Cells coloured by class:
Fill, decap, tap and diode cells in grey.
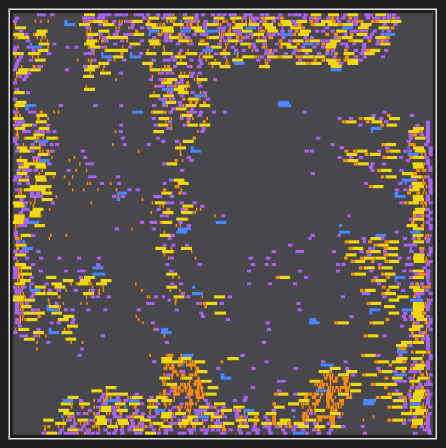
A small window of the routed layout:
Scale bar: 20 µm. Region (64, 65) to (114, 115) µm. Cells in grey, sequential cells in the stronger grey; small squares are vias.
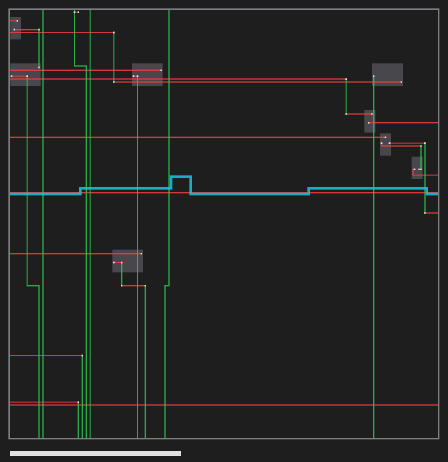
Routed metal per tile:
Scale bar: 100 µm. 36 x 36 tiles, from black (low) to pale yellow (high), scaled to the fullest tile. Values are wire area over tile area, all layers added.
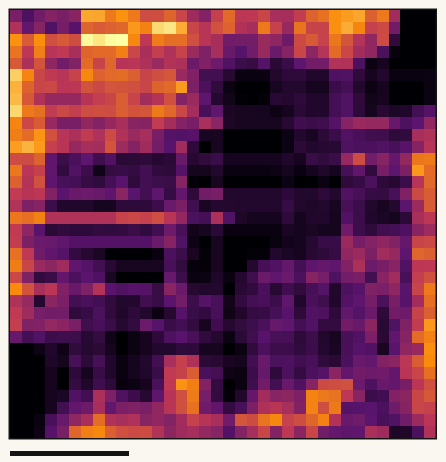
Metal layers overlaid:
Scale bar: 100 µm. Two of the layers only.
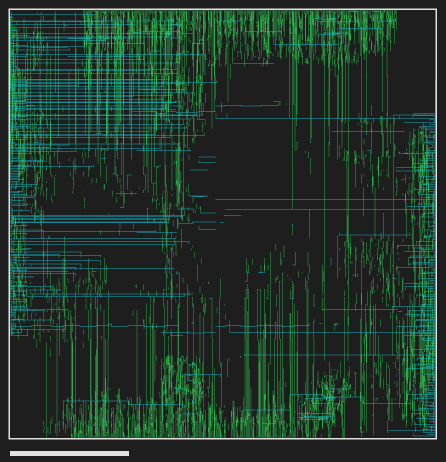
Cell outlines without signal wires:
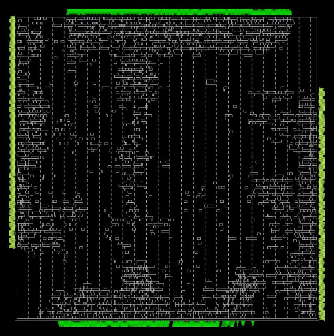
==> src/rtl/pipe_regs.sv <==
// pipe_regs: F, D and E pipeline registers for the Y86-64 pipeline.
// Each register loads, holds or takes a NOP bubble on every rising edge as
// directed by the hazard-control requests. Saturating stall/bubble counters
// and a sticky illegal-control flag are kept for debug and performance work.
// There is no handshake: every register updates on every edge, and all
// outputs come straight from flops.
module pipe_regs #(
    parameter int CNT_W = 16
) (
    input  logic             clk,
    input  logic             rst,

    input  logic             F_stall,
    input  logic             D_stall,
    input  logic             D_bubble,
    input  logic             E_bubble,

    input  logic [63:0]      f_predPC,
    input  logic [3:0]       f_stat,
    input  logic [3:0]       f_icode,
    input  logic [3:0]       f_ifun,
    input  logic [3:0]       f_rA,
    input  logic [3:0]       f_rB,
    input  logic [63:0]      f_valC,
    input  logic [63:0]      f_valP,

    input  logic [3:0]       d_icode,
    input  logic [3:0]       d_ifun,
    input  logic [3:0]       d_dstE,
    input  logic [3:0]       d_dstM,
    input  logic [3:0]       d_srcA,
    input  logic [3:0]       d_srcB,
    input  logic [3:0]       d_stat,
    input  logic [63:0]      d_valC,
    input  logic [63:0]      d_valA,
    input  logic [63:0]      d_valB,

    output logic [63:0]      F_predPC,

    output logic [3:0]       D_stat,
    output logic [3:0]       D_icode,
    output logic [3:0]       D_ifun,
    output logic [3:0]       D_rA,
    output logic [3:0]       D_rB,
    output logic [63:0]      D_valC,
    output logic [63:0]      D_valP,

    output logic [3:0]       E_stat,
    output logic [3:0]       E_icode,
    output logic [3:0]       E_ifun,
    output logic [3:0]       E_dstE,
    output logic [3:0]       E_dstM,
    output logic [3:0]       E_srcA,
    output logic [3:0]       E_srcB,
    output logic [63:0]      E_valC,
    output logic [63:0]      E_valA,
    output logic [63:0]      E_valB,

    output logic [CNT_W-1:0] stall_cnt,
    output logic [CNT_W-1:0] bubble_cnt,
    output logic             ctl_err
);

    // Bubble (NOP) encoding shared by D and E.
    localparam logic [3:0] STAT_AOK = 4'h1;
    localparam logic [3:0] I_NOP    = 4'h1;
    localparam logic [3:0] FN_NONE  = 4'h0;
    localparam logic [3:0] RNONE    = 4'hF;
    localparam logic [63:0] VAL_ZERO = 64'h0;

    localparam logic [CNT_W-1:0] CNT_MAX = {CNT_W{1'b1}};

    // Decoded D-register action; stall always wins over bubble.
    logic d_load_f;
    logic d_load_bubble;
    logic ctl_conflict;

    // Next values for the D register.
    logic [3:0]  dn_stat;
    logic [3:0]  dn_icode;
    logic [3:0]  dn_ifun;
    logic [3:0]  dn_ra;
    logic [3:0]  dn_rb;
    logic [63:0] dn_valc;
    logic [63:0] dn_valp;

    // Next values for the E register.
    logic [3:0]  en_stat;
    logic [3:0]  en_icode;
    logic [3:0]  en_ifun;
    logic [3:0]  en_dste;
    logic [3:0]  en_dstm;
    logic [3:0]  en_srca;
    logic [3:0]  en_srcb;
    logic [63:0] en_valc;
    logic [63:0] en_vala;
    logic [63:0] en_valb;

    // Next values for the event counters.
    logic [CNT_W-1:0] stall_cnt_nx;
    logic [CNT_W-1:0] bubble_cnt_nx;

    // Resolve the D-register action from the stall/bubble pair.
    always_comb begin
        d_load_f      = !D_stall && !D_bubble;
        d_load_bubble = !D_stall && D_bubble;
        ctl_conflict  = D_stall && D_bubble;
    end

    // D next value: hold by default, then bubble or fetch results.
    always_comb begin
        dn_stat  = D_stat;
        dn_icode = D_icode;
        dn_ifun  = D_ifun;
        dn_ra    = D_rA;
        dn_rb    = D_rB;
        dn_valc  = D_valC;
        dn_valp  = D_valP;
        if (d_load_bubble) begin
            dn_stat  = STAT_AOK;
            dn_icode = I_NOP;
            dn_ifun  = FN_NONE;
            dn_ra    = RNONE;
            dn_rb    = RNONE;
            dn_valc  = VAL_ZERO;
            dn_valp  = VAL_ZERO;
        end else if (d_load_f) begin
            dn_stat  = f_stat;
            dn_icode = f_icode;
            dn_ifun  = f_ifun;
            dn_ra    = f_rA;
            dn_rb    = f_rB;
            dn_valc  = f_valC;
            dn_valp  = f_valP;
        end
    end

    // E next value: E never holds, it takes either a bubble or decode results.
    always_comb begin
        en_stat  = d_stat;
        en_icode = d_icode;
        en_ifun  = d_ifun;
        en_dste  = d_dstE;
        en_dstm  = d_dstM;
        en_srca  = d_srcA;
        en_srcb  = d_srcB;
        en_valc  = d_valC;
        en_vala  = d_valA;
        en_valb  = d_valB;
        if (E_bubble) begin
            en_stat  = STAT_AOK;
            en_icode = I_NOP;
            en_ifun  = FN_NONE;
            en_dste  = RNONE;
            en_dstm  = RNONE;
            en_srca  = RNONE;
            en_srcb  = RNONE;
            en_valc  = VAL_ZERO;
            en_vala  = VAL_ZERO;
            en_valb  = VAL_ZERO;
        end
    end

    // Saturating increments: counters stop at all-ones instead of wrapping.
    always_comb begin
        stall_cnt_nx  = stall_cnt;
        bubble_cnt_nx = bubble_cnt;
        if (F_stall && (stall_cnt != CNT_MAX)) begin
            stall_cnt_nx = stall_cnt + CNT_W'(1);
        end
        if (E_bubble && (bubble_cnt != CNT_MAX)) begin
            bubble_cnt_nx = bubble_cnt + CNT_W'(1);
        end
    end

    // F register: predicted PC, held while fetch is stalled.
    always_ff @(posedge clk or posedge rst) begin
        if (rst) begin
            F_predPC <= 64'h0;
        end else if (!F_stall) begin
            F_predPC <= f_predPC;
        end
    end

    // D register: resets to the bubble value.
    always_ff @(posedge clk or posedge rst) begin
        if (rst) begin
            D_stat  <= STAT_AOK;
            D_icode <= I_NOP;
            D_ifun  <= FN_NONE;
            D_rA    <= RNONE;
            D_rB    <= RNONE;
            D_valC  <= VAL_ZERO;
            D_valP  <= VAL_ZERO;
        end else begin
            D_stat  <= dn_stat;
            D_icode <= dn_icode;
            D_ifun  <= dn_ifun;
            D_rA    <= dn_ra;
            D_rB    <= dn_rb;
            D_valC  <= dn_valc;
            D_valP  <= dn_valp;
        end
    end

    // E register: resets to the bubble value.
    always_ff @(posedge clk or posedge rst) begin
        if (rst) begin
            E_stat  <= STAT_AOK;
            E_icode <= I_NOP;
            E_ifun  <= FN_NONE;
            E_dstE  <= RNONE;
            E_dstM  <= RNONE;
            E_srcA  <= RNONE;
            E_srcB  <= RNONE;
            E_valC  <= VAL_ZERO;
            E_valA  <= VAL_ZERO;
            E_valB  <= VAL_ZERO;
        end else begin
            E_stat  <= en_stat;
            E_icode <= en_icode;
            E_ifun  <= en_ifun;
            E_dstE  <= en_dste;
            E_dstM  <= en_dstm;
            E_srcA  <= en_srca;
            E_srcB  <= en_srcb;
            E_valC  <= en_valc;
            E_valA  <= en_vala;
            E_valB  <= en_valb;
        end
    end

    // Stall and bubble event counters.
    always_ff @(posedge clk or posedge rst) begin
        if (rst) begin
            stall_cnt  <= '0;
            bubble_cnt <= '0;
        end else begin
            stall_cnt  <= stall_cnt_nx;
            bubble_cnt <= bubble_cnt_nx;
        end
    end

    // Sticky flag for a simultaneous D stall and D bubble request.
    always_ff @(posedge clk or posedge rst) begin
        if (rst) begin
            ctl_err <= 1'b0;
        end else if (ctl_conflict) begin
            ctl_err <= 1'b1;
        end
    end

endmodule

==> config.mk <==
export PLATFORM = sky130hd
export DESIGN_NAME = pipe_regs
export DESIGN_NICKNAME = d
export VERILOG_FILES = /design/src/rtl/pipe_regs.sv
export SDC_FILE = /design/constraint.sdc
export NUM_CORES = 1
export LEC_CHECK = 0
export ABC_AREA = 1
export CORE_AREA = 2 2 355 357
export CTS_BUF_LIST = sky130_fd_sc_hd__clkbuf_16
export DETAILED_ROUTE_END_ITERATION = 16
export DIE_AREA = 0 0 357 359
export SETUP_SLACK_MARGIN = 0.1
export SLEW_MARGIN = 0
export SYNTH_ARGS = -nofsm -noshare
export SYNTH_HDL_FRONTEND = slang
export SYNTH_SLANG_ARGS = --single-unit
==> constraint.sdc <==
create_clock -name clk -period 31.2 [get_ports clk]
set_clock_uncertainty 0.1 [all_clocks]
set_input_delay 3.12 -clock clk [delete_from_list [all_inputs] [get_ports clk]]
set_output_delay 3.12 -clock clk [all_outputs]
set_load 0.01 [all_outputs]
==> ci_impl_report.md <==
### Flow metrics

| Metric | Value |
|---|---|
| Outcome | `completed` |
| Bufs and invs on worst path | `4` |
| Hold Crit Start | `ctl_err$_DFFE_PP0P_` |
| OpenROAD warning count | `26` |
| Setup Total Neg Slack | `0 ns` |
| Layout clock buffers | `58` |
| Final setup fails | `0` |
| Worst slew pin tran | `1.00 ns` |
| Register-to-register setup slack | `28.99 ns` |
| Vias in the first global route | `15100` |
| Slew HR | `32.9%` |
| FF+latch area | `11700 µm²` |
| DP Wirelength | `77.3 mm` |
| Worst reg2reg startpoint | `stall_cnt[0]$_DFFE_PP0P_` |
| H-tree depth | `2` |
| CP Cell Sequence | `clkdlybuf4s50_1 > inv_8 > buf_4 > buf_4` |
| ANT nets after route | `0` |
| Worst Hold End | `ctl_err$_DFFE_PP0P_` |
| Non-Clock Buffer Area Fraction | `30.7%` |
| Clock Tree Buf Depth | `3` |
| Remaining DRCs | `0` |
Notes on 'cells coloured by class' above:
| class | colour | cells | share of their area |
|---|---|---|---|
| flip-flops | yellow | 465 | 42% |
| all other logic | orange | 1029 | 18% |
| other buffers and delay cells | purple | 915 | 33% |
| clock drivers and dummy loads | blue | 108 | 6.9% |

Notes on 'a small window of the routed layout' above:
| layer | colour |
|---|---|
| met1 | red |
| met3 | cyan |
| met2 | green |
cells with their middle in the window: 8
most frequent: clkdlybuf4s50_1 (4), inv_1 (3), nor2_1 (1)
sequential cells in the window: 0

Notes on 'routed metal per tile' above:
tiles over half the peak: 19%
fullest tile: 0.45
densest ninth of the die: north-west
nearly empty tiles: 7.7%
via count: 14700
routed wire length: 95.7 mm

Notes on 'metal layers overlaid' above:
| layer | colour | wire length |
|---|---|---|
| met3 | cyan | 13900 µm |
| met2 | green | 43.1 mm |
drt wl/cell: 22.9 µm
overall routing resource usage: 14.5%

Notes on 'cell outlines without signal wires' above:
final core occ: 23.8%
Flop Count: 465
fill count: 13400

## Yosys cell counts, types with 2 or more instances
library cell and instances:
nand2_2 8, xor2_1 2, nor3_1 2, inv_2 3
a22o_1 138, inv_1 238, o21ai_2 4, buf_1 5
nor2_2 9, dfrtp_1 437, xnor2_1 3, buf_6 2
nand4_1 13, or2_2 18, ha_1 2, clkbuf_1 20
nand3b_1 6, nand2_1 307, buf_2 46, nor2_1 234
nand3_1 15, nor2_4 2, o22a_1 10, o21ai_0 5
o21ai_1 5, dfstp_2 28
## layer usage
metal / vias up / track usage (%) / share of wire, %
li1: 6674 / - / -
met1: 7088 / 16.1 / 38
met2: 707 / 22.8 / 45
met3: 189 / 9.27 / 15
met4: 8 / 4.17 / 2.8
met5: - / 0 / 0.048
## sequential cells by signal, indices dropped and copies added, names as in the netlist, 16 cells and up
| register | count |
|---|---|
| bubble_cnt | 16 |
| stall_cnt | 16 |
| D_valP | 64 |
| E_valC | 64 |
| D_valC | 64 |
| F_predPC | 64 |
| E_valA | 64 |
| E_valB | 64 |
## kinds of logic after synthesis
kind of cell             share of synthesized area [%]
buffers and inverters                             7.43
adder cells (fa/ha/maj)                          0.148
AND-OR/OR-AND                                     8.25
flip-flops                                        69.1
AND/OR/NAND/NOR                                   14.8
XOR/XNOR                                         0.259
## power by group
| group | total, mW | internal (mW) | switching (mW) |
|---|---|---|---|
| Sequential | 0.680 | 0.649 | 0.0316 |
| Clock | 0.681 | 0.389 | 0.292 |
| Combinational | 0.275 | 0.149 | 0.126 |
## metrics by stage
stage | hold slack, ns | utilization, % | std cells
global route | 0.390 | 23.8 | 4175
global placement | 0.339 | 22.3 | 4059
detailed placement | 0.347 | 22.3 | 4059
floorplan | 0.393 | - | 1567
CTS | 0.361 | 23.8 | 4167
finish | 0.357 | 23.8 | 4179
Power and IR drop assume default switching activity.
